<file path="src/rtl/gen_chan_pipe.sv">
// Multi-channel register pipe.
// Each channel is an independent chain of DEPTH stages. Stage 0 faces the
// input and stage DEPTH-1 drives the output. MODE selects the behaviour:
// 0 is a free-running shift register, and 1 is an elastic valid/ready pipe
// that collapses bubbles. When DEPTH is 0 the block is a straight wire.
module gen_chan_pipe #(
    parameter int NUM_CH = 4,
    parameter int WIDTH  = 8,
    parameter int DEPTH  = 2,
    parameter int MODE   = 1,
    localparam int CW    = (DEPTH < 1) ? 1 : $clog2(DEPTH + 1)
) (
    input  logic                    clk,
    input  logic                    rst,
    input  logic [NUM_CH-1:0]       in_valid,
    output logic [NUM_CH-1:0]       in_ready,
    input  logic [NUM_CH*WIDTH-1:0] in_data,
    output logic [NUM_CH-1:0]       out_valid,
    input  logic [NUM_CH-1:0]       out_ready,
    output logic [NUM_CH*WIDTH-1:0] out_data,
    output logic [NUM_CH*CW-1:0]    occ
);

    if (MODE != 0 && MODE != 1) begin : g_bad_mode
        $error("gen_chan_pipe: MODE must be 0 or 1");
    end

    for (genvar c = 0; c < NUM_CH; c++) begin : g_ch
        if (DEPTH == 0) begin : g_comb
            assign out_valid[c]               = in_valid[c];
            assign out_data[c*WIDTH +: WIDTH] = in_data[c*WIDTH +: WIDTH];
            assign in_ready[c]                = (MODE == 1) ? out_ready[c] : 1'b1;
            assign occ[c*CW +: CW]            = '0;
        end else begin : g_pipe
            logic [DEPTH-1:0]            v_q;
            logic [DEPTH-1:0]            v_d;
            logic [DEPTH-1:0]            en;
            logic [DEPTH-1:0][WIDTH-1:0] d_q;
            logic [DEPTH-1:0][WIDTH-1:0] d_d;
            logic [CW-1:0]               occ_c;

            // en[k] means that stage k loads from its upstream neighbour on this edge.
            case (MODE)
                0: begin : g_shift
                    assign en          = '1;
                    assign in_ready[c] = 1'b1;
                end
                1: begin : g_elastic
                    logic full_tail;

                    // A stage may load if the output drains or any stage at or after it is empty.
                    always_comb begin
                        full_tail = 1'b1;
                        en        = '0;
                        for (int k = DEPTH - 1; k >= 0; k--) begin
                            full_tail = full_tail & v_q[k];
                            en[k]     = out_ready[c] | ~full_tail;
                        end
                    end

                    // Stages are cleared by reset, so ready is forced high while it is asserted.
                    assign in_ready[c] = rst | en[0];
                end
                default: begin : g_none
                    assign en          = '0;
                    assign in_ready[c] = 1'b0;
                end
            endcase

            // Next-state: each enabled stage takes its upstream neighbour's content.
            always_comb begin
                v_d = v_q;
                d_d = d_q;
                if (en[0]) begin
                    v_d[0] = in_valid[c];
                    d_d[0] = in_data[c*WIDTH +: WIDTH];
                end
                for (int k = 1; k < DEPTH; k++) begin
                    if (en[k]) begin
                        v_d[k] = v_q[k-1];
                        d_d[k] = d_q[k-1];
                    end
                end
            end

            // Stage registers with a synchronous clear.
            always_ff @(posedge clk) begin
                if (rst) begin
                    v_q <= '0;
                    d_q <= '0;
                end else begin
                    v_q <= v_d;
                    d_q <= d_d;
                end
            end

            // Occupancy is the population count of the stage valids.
            always_comb begin
                occ_c = '0;
                for (int k = 0; k < DEPTH; k++) begin
                    occ_c = occ_c + CW'(v_q[k]);
                end
            end

            assign out_valid[c]               = v_q[DEPTH-1];
            assign out_data[c*WIDTH +: WIDTH] = d_q[DEPTH-1];
            assign occ[c*CW +: CW]            = occ_c;
        end
    end

endmodule

</file>
<file path="config.mk">
export PLATFORM = sky130hd
export DESIGN_NAME = gen_chan_pipe
export DESIGN_NICKNAME = d
export VERILOG_FILES = /design/src/rtl/gen_chan_pipe.sv
export SDC_FILE = /design/constraint.sdc
export NUM_CORES = 1
export LEC_CHECK = 0
export ABC_AREA = 1
export CAP_MARGIN = 20
export CORE_UTILIZATION = 40
export DETAILED_ROUTE_END_ITERATION = 8
export PLACE_DENSITY = 0.72
export SYNTH_ARGS = -nofsm -noshare
export SYNTH_HDL_FRONTEND = slang
export SYNTH_SLANG_ARGS = --single-unit
export TNS_END_PERCENT = 20
</file>
<file path="constraint.sdc">
create_clock -name clk -period 1.31 [get_ports clk]
set_input_delay 0.1965 -clock clk [delete_from_list [all_inputs] [get_ports clk]]
set_output_delay 0.1965 -clock clk [all_outputs]
set_load 0.005 [all_outputs]
</file>
Run 1, metal 1:
(4 px per um) Supply wires on this layer in gray.
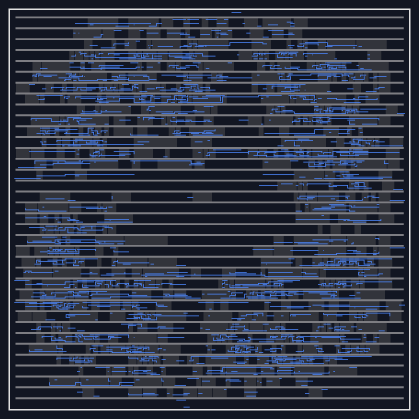
The longest straight run is 30.8 um. The wires run mostly horizontal. 566 nets have wire on it.

Run 1, met2 routing:
(4 px per um)
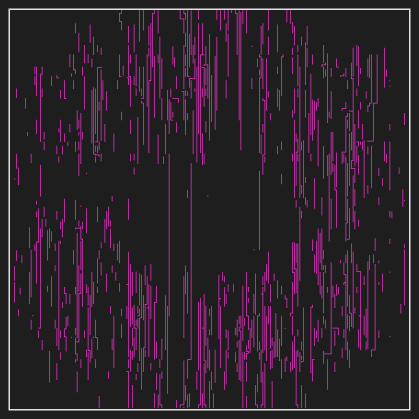
The layer carries 3920 um of wire. The longest straight run is 49.0 um. The wires run mostly vertical.

Run 1, the metal 3 layer:
(6 px per um)
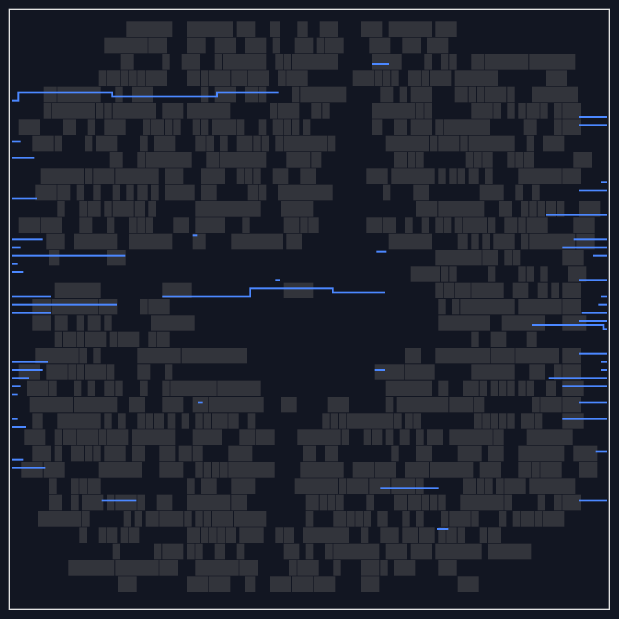
47 nets have wire on it. The wires run mostly horizontal.

==> qor.csv, run 1 <==
metric;value;unit
Tightest Hold Check Type;input port to flip-flop;
met2 GRT Util;28.7;%
Pint;3.82;mW
crit-path leading delay family;flip-flops;
final setup vio count;4;
post-route ant nets;0;
Critical Path Stages;6;
logic area;0.00165;mm^2
largest net degree at the start of global routing;23;
hold endpoint;g_ch[3].g_pipe.d_q[0];
biggest area cells;dfxtp_1 (38%), nand3_2 (10%), nor2_1 (10%);
buffer-and-inverter tally for the worst setup path;3;
hold path startpoint;in_data[24];
FP Util;41.4;%
signal buffers share of area;22.8;%
number of antenna diodes;0;
Final Core Density;53.7;%
setup ws final;-0.110;ns
most frequent cells in the layout;nor2_1 (104), nand2_1 (69), inv_1 (68), dfxtp_1 (43), clkdlybuf4s50_1 (41);
max frequency;704;MHz
non-clock buffer count;127;
max-slew violations;0;
dominant logic cell type in the layout;nor2_1;
clk_lat worst skew;0.34;ns
largest cell class by area;multi-input combinational cells;
H-Tree Depth;3;
Worst EP required;1.11;ns
number of enable flip-flop cells;0;
Reg-to-Reg Start;g_ch[3].g_pipe.v_q[1];
Layout Area Growth over Synthesis;29.8;%
Yosys Warn Count;0;
Die Span X;99.8;um
CTS buffer count;9;
library cells used by synthesis;15;
Worst setup endpoint;in_ready[3];
clkbuf count;9;
syn avg cell area;7.53;um^2
Tmin final;1.42;ns
internal reg-to-reg setup slack;0.09;ns
root buffer cell;clkbuf_8;
drt first-iter violations;62;
status;finished with violations;
M3 GR Usage;3.48;%
I/O pin count;90;
GRT Total Usage;16.5;%
Filler cells;900;
leading area contributor after synthesis;dfxtp_1;
TAP cells;129;
CP cell instances;ha_4, buf_6, inv_4, nor2_4, nand2_2, buf_2;
Seq power;2.40;mW
max layer used;met4;
GRT met1 Usage;19.8;%
top power group;sequential cells;
clock network power share;37.6;%
CTS tree;yes;
Avg Vias per Cell;4.27;
via count;3077;
asr flop ratio synth;0;%
Comb. pwr;0.830;mW
CP peak stage delay;0.36;ns
Pwr Density;1040;mW/mm^2
hold bufs inserted after CTS;0;
input/output buffers;89;
setup bufs post-CTS;7;
initial antenna violation count;0;
area share, top type;37.7;%
flop share of the area;29.9;%
clock-cell share of area;4.44;%
tool warning count;28;
worst rel slew slack;83.6;%
VDD IR max;0.000551;V
Worst Path Max Fanout;2;
register area;0.00149;mm^2
router iterations before antenna repair;4;
Slew @ Worst Pin;0.246;ns
Synth Flop Type;dfxtp_1;
failing checks;negative setup slack;
cell total in the yosys stat output;508;
row count;35;
number of global-route vias before repair;2892;
hpwl dp;5320;um
setup TNS;-0.317;ns
R2R depth;7;
Synth Seq Share;37.7;%
kind of critical path;flip-flop to output port;
Seq Cell Count;72;
Clock Pin Slew Worst Setup and Hold Paths;0.08;ns
die area;0.00995;mm^2
Tcrit/Tclk final;108;%
Metal-1 WL;3470;um
Final Hold Viols;0;
CP max stage cell;dfxtp_2;
Clock Skew;0.0126;ns
cell count after synthesis;508;
==> run 1: cell families (layout without fill, tap and decap cells) <==
| group | count (synthesis) | in the layout | share of synthesized area, % |
|---|---|---|---|
| flops | 72 | 72 | 37.7 |
| buf+inv | 140 | 224 | 20.6 |
| simple gates | 292 | 292 | 40.4 |
| fa+ha+maj | 4 | 4 | 1.31 |
==> run 1: stage by stage <==
step	area [um^2]	worst slack, ns	hold WS, ns	power, mW	std cells
floorplan	3820	0.148	0.269	2.99	508
global placement	4620	-0.327	0.461	3.28	696
detailed placement	4620	-0.312	0.469	3.29	696
CTS	4920	-0.163	0.423	5.24	719
global route	4960	-0.197	0.444	5.46	721
finish	4960	-0.110	0.444	5.17	721
Run 1, track usage over the die:
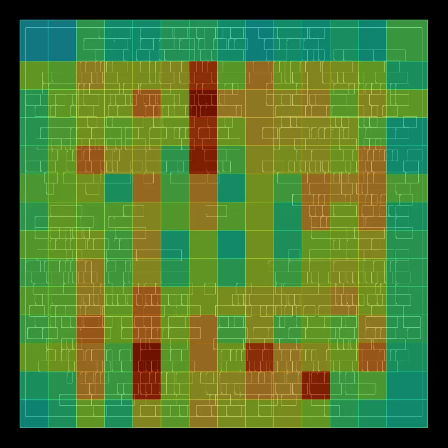

==> run 1 -> run 2 <==
--- a/config.mk
+++ b/config.mk
@@ -7,6 +7,7 @@
 export LEC_CHECK = 0
 export ABC_AREA = 1
 export CAP_MARGIN = 20
+export CORE_ASPECT_RATIO = 0.5
 export CORE_UTILIZATION = 40
 export DETAILED_ROUTE_END_ITERATION = 8
 export PLACE_DENSITY = 0.72
Run 2, track usage over the die:
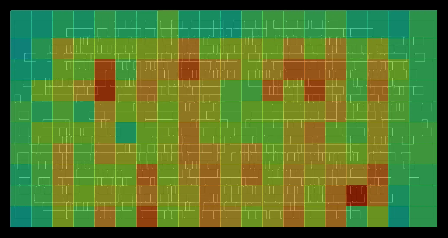
met2 GRT Util: 29.6%
GRT Total Usage: 17.5%
GRT met1 Usage: 21.8%
Top Usage Layer GRT: met2
M3 GR Usage: 4.60%

Run 2, the metal 3 layer:
(6 px per um)
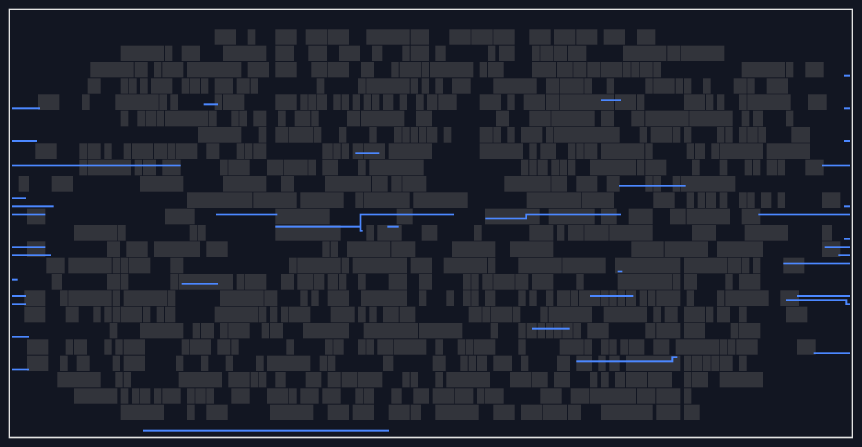
The longest straight run is 40.7 um. The layer holds 3.7% of the routed length. The layer carries 300 um of wire.

==> run 2 against run 1 <==
Compared with the run above: the flow still finishes with violations (negative setup slack); clock skew fell by 0.0088 ns; sequential share of layout area fell by 1.4 points; clock power rose by 55%; sequential power barely moved; synthesized area did not move; non-clock buffer count rose by 4.
==> qor.csv, run 2 <==
metric;value;unit;change
status;finished with violations;;
failing checks;negative setup slack;;
Tmin final;1.42;ns;-0.00477 ns
DRC Markers;0;;
largest combinational cell category by area;simple AND/OR/NAND/NOR gates;;
CTS buffer count;9;;unchanged
kind of critical path;flip-flop to output port;;
input/output buffers;89;;unchanged
Seq Cell Count;72;;unchanged
syn avg cell area;7.53;um^2;unchanged
Fin Hold WS;0.453;ns;+0.00918 ns
Final #Nets;637;;
Mux cell area share;0;%;unchanged
die area;0.00998;mm^2;+0.24%
placed inst area;0.00459;mm^2;-0.65%
setup ws final;-0.105;ns;+0.00477 ns
number of global-route vias before repair;2922;;+1.0%
Clock Pin Slew Worst Setup and Hold Paths;0.06;ns;-0.02 ns
dominant logic cell type in the layout;nor2_1;;
internal reg-to-reg setup slack;0.06;ns;-0.03 ns
setup bufs post-CTS;11;;+4
post-synthesis compound-gate area fraction;0;%;unchanged
Layout Area Growth over Synthesis;33.7;%;
CP Launch Type;flip-flop;;
initial antenna violation count;0;;unchanged
drt total wl;8110;um;
clock-cell share of area;7.22;%;+2.8 points
drt first-iter violations;136;;+120%
largest cell class by area;multi-input combinational cells;;
number of enable flip-flop cells;0;;unchanged
signal buffers share of area;22.8;%;about the same
CP max stage cell;dfxtp_4;;
setup TNS;-0.284;ns;+0.0334 ns
non-clock buffer count;131;;+3.1%
cell total in the yosys stat output;508;;unchanged
Commonest cells post-synth;nor2_1 (104), dfxtp_1 (72), nand2_1 (71);;
layout cell share with drive strength beyond 1;32.7;%;
max-slew violations;0;;unchanged
CP cell instances;ha_4, buf_6, inv_4, nor2_4, nand2_1, buf_2;;
row count;24;;-31%
tool warning count;28;;unchanged
global-route wire length before repair;13700;um;
max frequency;707;MHz;+0.34%
buffer-and-inverter tally for the worst setup path;3;;unchanged
and+or+nand+nor area frac;40.4;%;unchanged
Tcrit/Tclk final;108;%;-0.36 points
cell count after synthesis;508;;unchanged
leading area contributor after synthesis;dfxtp_1;;
Yosys Warn Count;0;;unchanged
post-route ant nets;0;;unchanged
clk_lat worst skew;0.33;ns;about the same
Placed Instances;682;;-2.0%
number of antenna diodes;0;;unchanged
post-cts resize count;121;;
logic area;0.00166;mm^2;+0.46%
hold bufs inserted after CTS;0;;unchanged
library cells used by synthesis;15;;unchanged
Tightest Hold Check Type;input port to flip-flop;;
Final Core Density;57.0;%;+3.2 points
crit-path leading delay family;flip-flops;;
Clock Skew;0.00384;ns;-0.00875 ns
TAP cells;117;;-9.3%
Synth Seq Share;37.7;%;unchanged
CTS tree;yes;;
CP peak stage delay;0.36;ns;about the same
Die Span X;140;um;+41%
clkbuf count;10;;+1
I/O pin count;90;;unchanged
biggest area cells;dfxtp_1 (38%), nand3_2 (10%), nor2_1 (10%);;
clk sink count;72;;
area share, top type;37.7;%;unchanged
Comb gates;296;;
router iterations before antenna repair;4;;unchanged
Slew @ Worst Pin;0.363;ns;+0.117 ns
Worst EP required;1.11;ns;about the same
Final Hold Viols;0;;unchanged
RePlAce Congestion;0.761;;
FP Util;42.6;%;+1.2 points
register area;0.00146;mm^2;-1.9%
worst rel slew slack;75.8;%;-7.8 points
fin cells;713;;-1.1%
Synth Flop Type;dfxtp_1;;
Metal-1 WL;3920;um;+13%
Worst Path Max Fanout;2;;unchanged
largest net degree at the start of global routing;35;;+52%
Avg Vias per Cell;4.26;;-0.13%
asr flop ratio synth;0;%;unchanged
CP endpoint kind;output port;;
H-Tree Depth;3;;unchanged
dpl ws;-0.306;ns;+0.00556 ns
clk buf depth;2;;
XOR/XNOR Area Share;0;%;unchanged
Filler cells;824;;-8.4%
RSZ-0062 raised after global routing;true;;
routed len/inst;11.4;um;
most frequent cells in the layout;nor2_1 (101), nand2_1 (69), inv_1 (68), dfxtp_1 (61), nor2_2 (43);;
Pwr Density;1220;mW/mm^2;+17%
post-synthesis cell area;0.00382;mm^2;
Synth Area in Adders;1.31;%;unchanged
via count;3039;;-1.2%
hpwl dp;5390;um;+1.3%
max layer used;met4;;
PnR Total Power;6.26;mW;+21%
root buffer cell;clkbuf_16;;
flop share of the area;28.5;%;-1.4 points
VDD IR max;0.000822;V;+49%
final setup vio count;6;;+2
Final Cell Area;0.00511;mm^2;+3.0%
## run 2: cell counts after synthesis
Identical to the previous run, type by type.
## run 2: final timing paths
check | startpoint | endpoint | cells past startpoint
worst max-delay path | g_ch[1].g_pipe.v_q[1] | in_ready[1] | 6
worst min-delay path | in_valid[1] | g_ch[1].g_pipe.v_q[0] | 3
worst max register to register | g_ch[2].g_pipe.v_q[1] | g_ch[2].g_pipe.d_q[7] | 8
worst min register to register | g_ch[3].g_pipe.d_q[6] | out_data[30] | 2
## run 2: power by group
part / leakage [nW] / internal, mW / total, mW / switching, mW
logic: 1.49 / 0.432 / 0.853 / 0.421
clock network: 0.182 / 2.10 / 3.01 / 0.915
registers: 0.601 / 2.33 / 2.40 / 0.0695
total: 2.27 / 4.86 / 6.26 / 1.41
Run 2, met2 routing:
(4 px per um)
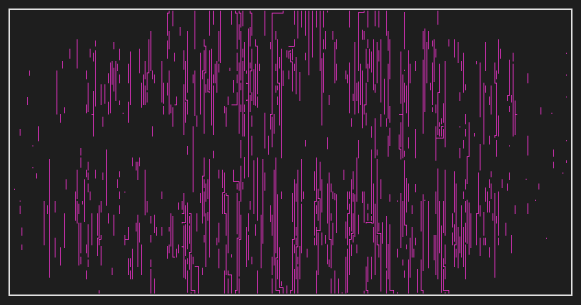

==> run 2 -> run 3 <==
--- a/config.mk
+++ b/config.mk
@@ -8,6 +8,7 @@
 export ABC_AREA = 1
 export CAP_MARGIN = 20
 export CORE_ASPECT_RATIO = 0.5
+export CORE_MARGIN = 3
 export CORE_UTILIZATION = 40
 export DETAILED_ROUTE_END_ITERATION = 8
 export PLACE_DENSITY = 0.72
Run 3, met2 routing:
(4 px per um)
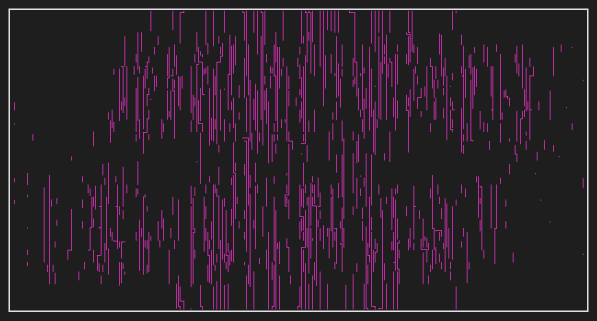
The layer holds 47% of the routed length. The layer carries 3780 um of wire. 464 nets have wire on it. The longest straight run is 33.1 um. The wires run mostly vertical.

==> run 3 against run 2 <==
Compared with the run above: the run still ends with negative setup slack left; via count decreased by 0.53%; routed wire length decreased by 0.85%; non-clock buffer count decreased by 2; setup slack got worse by 0.017 ns; cell count decreased by 0.28%; combinational power decreased by 1%; sequential power about the same; global-route usage decreased by 2.3 points; largest cell class unchanged.
==> qor.csv, run 3 <==
metric;value;unit;change
Metal-1 WL;3790;um;-3.4%
Tcrit/Tclk final;109;%;+1.3 points
number of antenna diodes;0;;unchanged
Tightest Hold Check Type;input port to flip-flop;;
clkbuf count;11;;+1
tool warning count;28;;unchanged
Avg Vias per Cell;4.25;;-0.25%
clk sink count;72;;unchanged
failing checks;negative setup slack;;
final setup vio count;4;;-2
Top Usage Layer GRT;met2;;
Seq Cell Count;72;;unchanged
Yosys Warn Count;0;;unchanged
R2R depth;7;;-1
cell count after synthesis;508;;unchanged
dominant logic cell type in the layout;nor2_1;;
library cells used by synthesis;15;;unchanged
met2 GRT Util;25.2;%;-4.3 points
register area;0.00146;mm^2;unchanged
hpwl dp;5520;um;+2.4%
Synth Flop Type;dfxtp_1;;
syn avg cell area;7.53;um^2;unchanged
leading area contributor after synthesis;dfxtp_1;;
post-synthesis cell area;0.00382;mm^2;unchanged
buffer-and-inverter tally for the worst setup path;3;;unchanged
signal buffers share of area;22.7;%;-0.065 points
max layer used;met4;;
Slew @ Worst Pin;0.307;ns;-0.0559 ns
number of enable flip-flop cells;0;;unchanged
GRT Total Usage;15.2;%;-2.3 points
Critical Path Stages;6;;unchanged
dpl ws;-0.408;ns;-0.101 ns
RSZ-0062 raised after global routing;true;;
number of global-route vias before repair;2717;;-7.0%
clk buf depth;2;;unchanged
Filler cells;828;;+0.49%
TAP cells;117;;unchanged
fin cells;711;;-0.28%
Fin Hold WS;0.449;ns;-0.00348 ns
clock-cell share of area;7.00;%;-0.22 points
DRC Markers;0;;unchanged
global-route wire length before repair;12900;um;-5.5%
placed inst area;0.00460;mm^2;+0.33%
Layout Area Growth over Synthesis;32.8;%;
setup ws final;-0.122;ns;-0.0174 ns
Final Hold Viols;0;;unchanged
drt total wl;8040;um;-0.85%
asr flop ratio synth;0;%;unchanged
layout cell share with drive strength beyond 1;31.5;%;-1.2 points
Clock Skew;0.00246;ns;-0.00138 ns
crit-path leading delay family;flip-flops;;
RePlAce Congestion;0.744;;-2.2%
Final #Nets;635;;-0.31%
via count;3023;;-0.53%
CTS tree;yes;;
setup TNS;-0.338;ns;-0.0543 ns
I/O pin count;90;;unchanged
max frequency;698;MHz;-1.2%
row count;24;;unchanged
Pwr Density;1200;mW/mm^2;-1.7%
largest net degree at the start of global routing;22;;-37%
Worst Path Max Fanout;2;;unchanged
hold endpoint;g_ch[1].g_pipe.d_q[7];;
cell total in the yosys stat output;508;;unchanged
max-slew violations;0;;unchanged
FP Util;42.4;%;-0.14 points
die area;0.0108;mm^2;+8.6%
Commonest cells post-synth;nor2_1 (104), dfxtp_1 (72), nand2_1 (71);;
internal reg-to-reg setup slack;0.14;ns;+0.08 ns
CP endpoint kind;output port;;
status;finished with violations;;
area share, top type;37.7;%;unchanged
drt first-iter violations;89;;-35%
Post-Syn Nets;554;;
CP peak stage delay;0.37;ns;about the same
input/output buffers;89;;unchanged
M3 GR Usage;4.57;%;-0.035 points
worst rel slew slack;79.5;%;+3.7 points
Reg-to-Reg Start;g_ch[0].g_pipe.v_q[1];;
flop share of the area;28.7;%;+0.20 points
GRT met1 Usage;19.4;%;-2.5 points
hold path cells;3;;unchanged
post-route ant nets;0;;unchanged
initial antenna violation count;0;;unchanged
Synth Seq Share;37.7;%;unchanged
Worst setup endpoint;in_ready[0];;
kind of critical path;flip-flop to output port;;
CP cell instances;ha_4, buf_6, inv_2, nor2_4, nand2_2, buf_2;;
Clock Pin Slew Worst Setup and Hold Paths;0.05;ns;about the same
Tmin final;1.43;ns;+0.0173 ns
router iterations before antenna repair;4;;unchanged
CTS buffer count;9;;unchanged
biggest area cells;dfxtp_1 (38%), nand3_2 (10%), nor2_1 (10%);;
logic area;0.00165;mm^2;-0.45%
Placed Instances;684;;+0.29%
Run 3, the metal 3 layer:
(4 px per um)
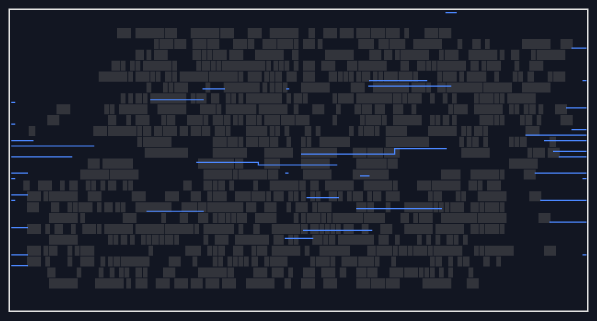
31 nets have wire on it. The layer holds 4.3% of the routed length.

run 3: cell counts after synthesis:
No cell type changed its count.
run 3: repair_timing:
item                                    in CTS  in global routing
buffers inserted                             8                  4
endpoints found under the setup margin      48                 11
pin swaps                                    5                  1
resized                                    114                 12
hold buffers                                 0                  0
run 3: cells by family (layout without fill, tap and decap cells):
family                   count (synthesis)  count (layout)  synth area share, %
AND/OR/NAND/NOR                        292             292                 40.4
buffers and inverters                  140             226                 20.6
flip-flops                              72              72                 37.7
adder cells (fa/ha/maj)                  4               4                 1.31
run 3: power by group:
| group | internal [mW] | switching [mW] |
|---|---|---|
| clock | 1.96 | 0.912 |
| combinational | 0.428 | 0.415 |
| sequential | 2.33 | 0.0696 |
No activity file was given, so power comes from the tool's default toggle rates.
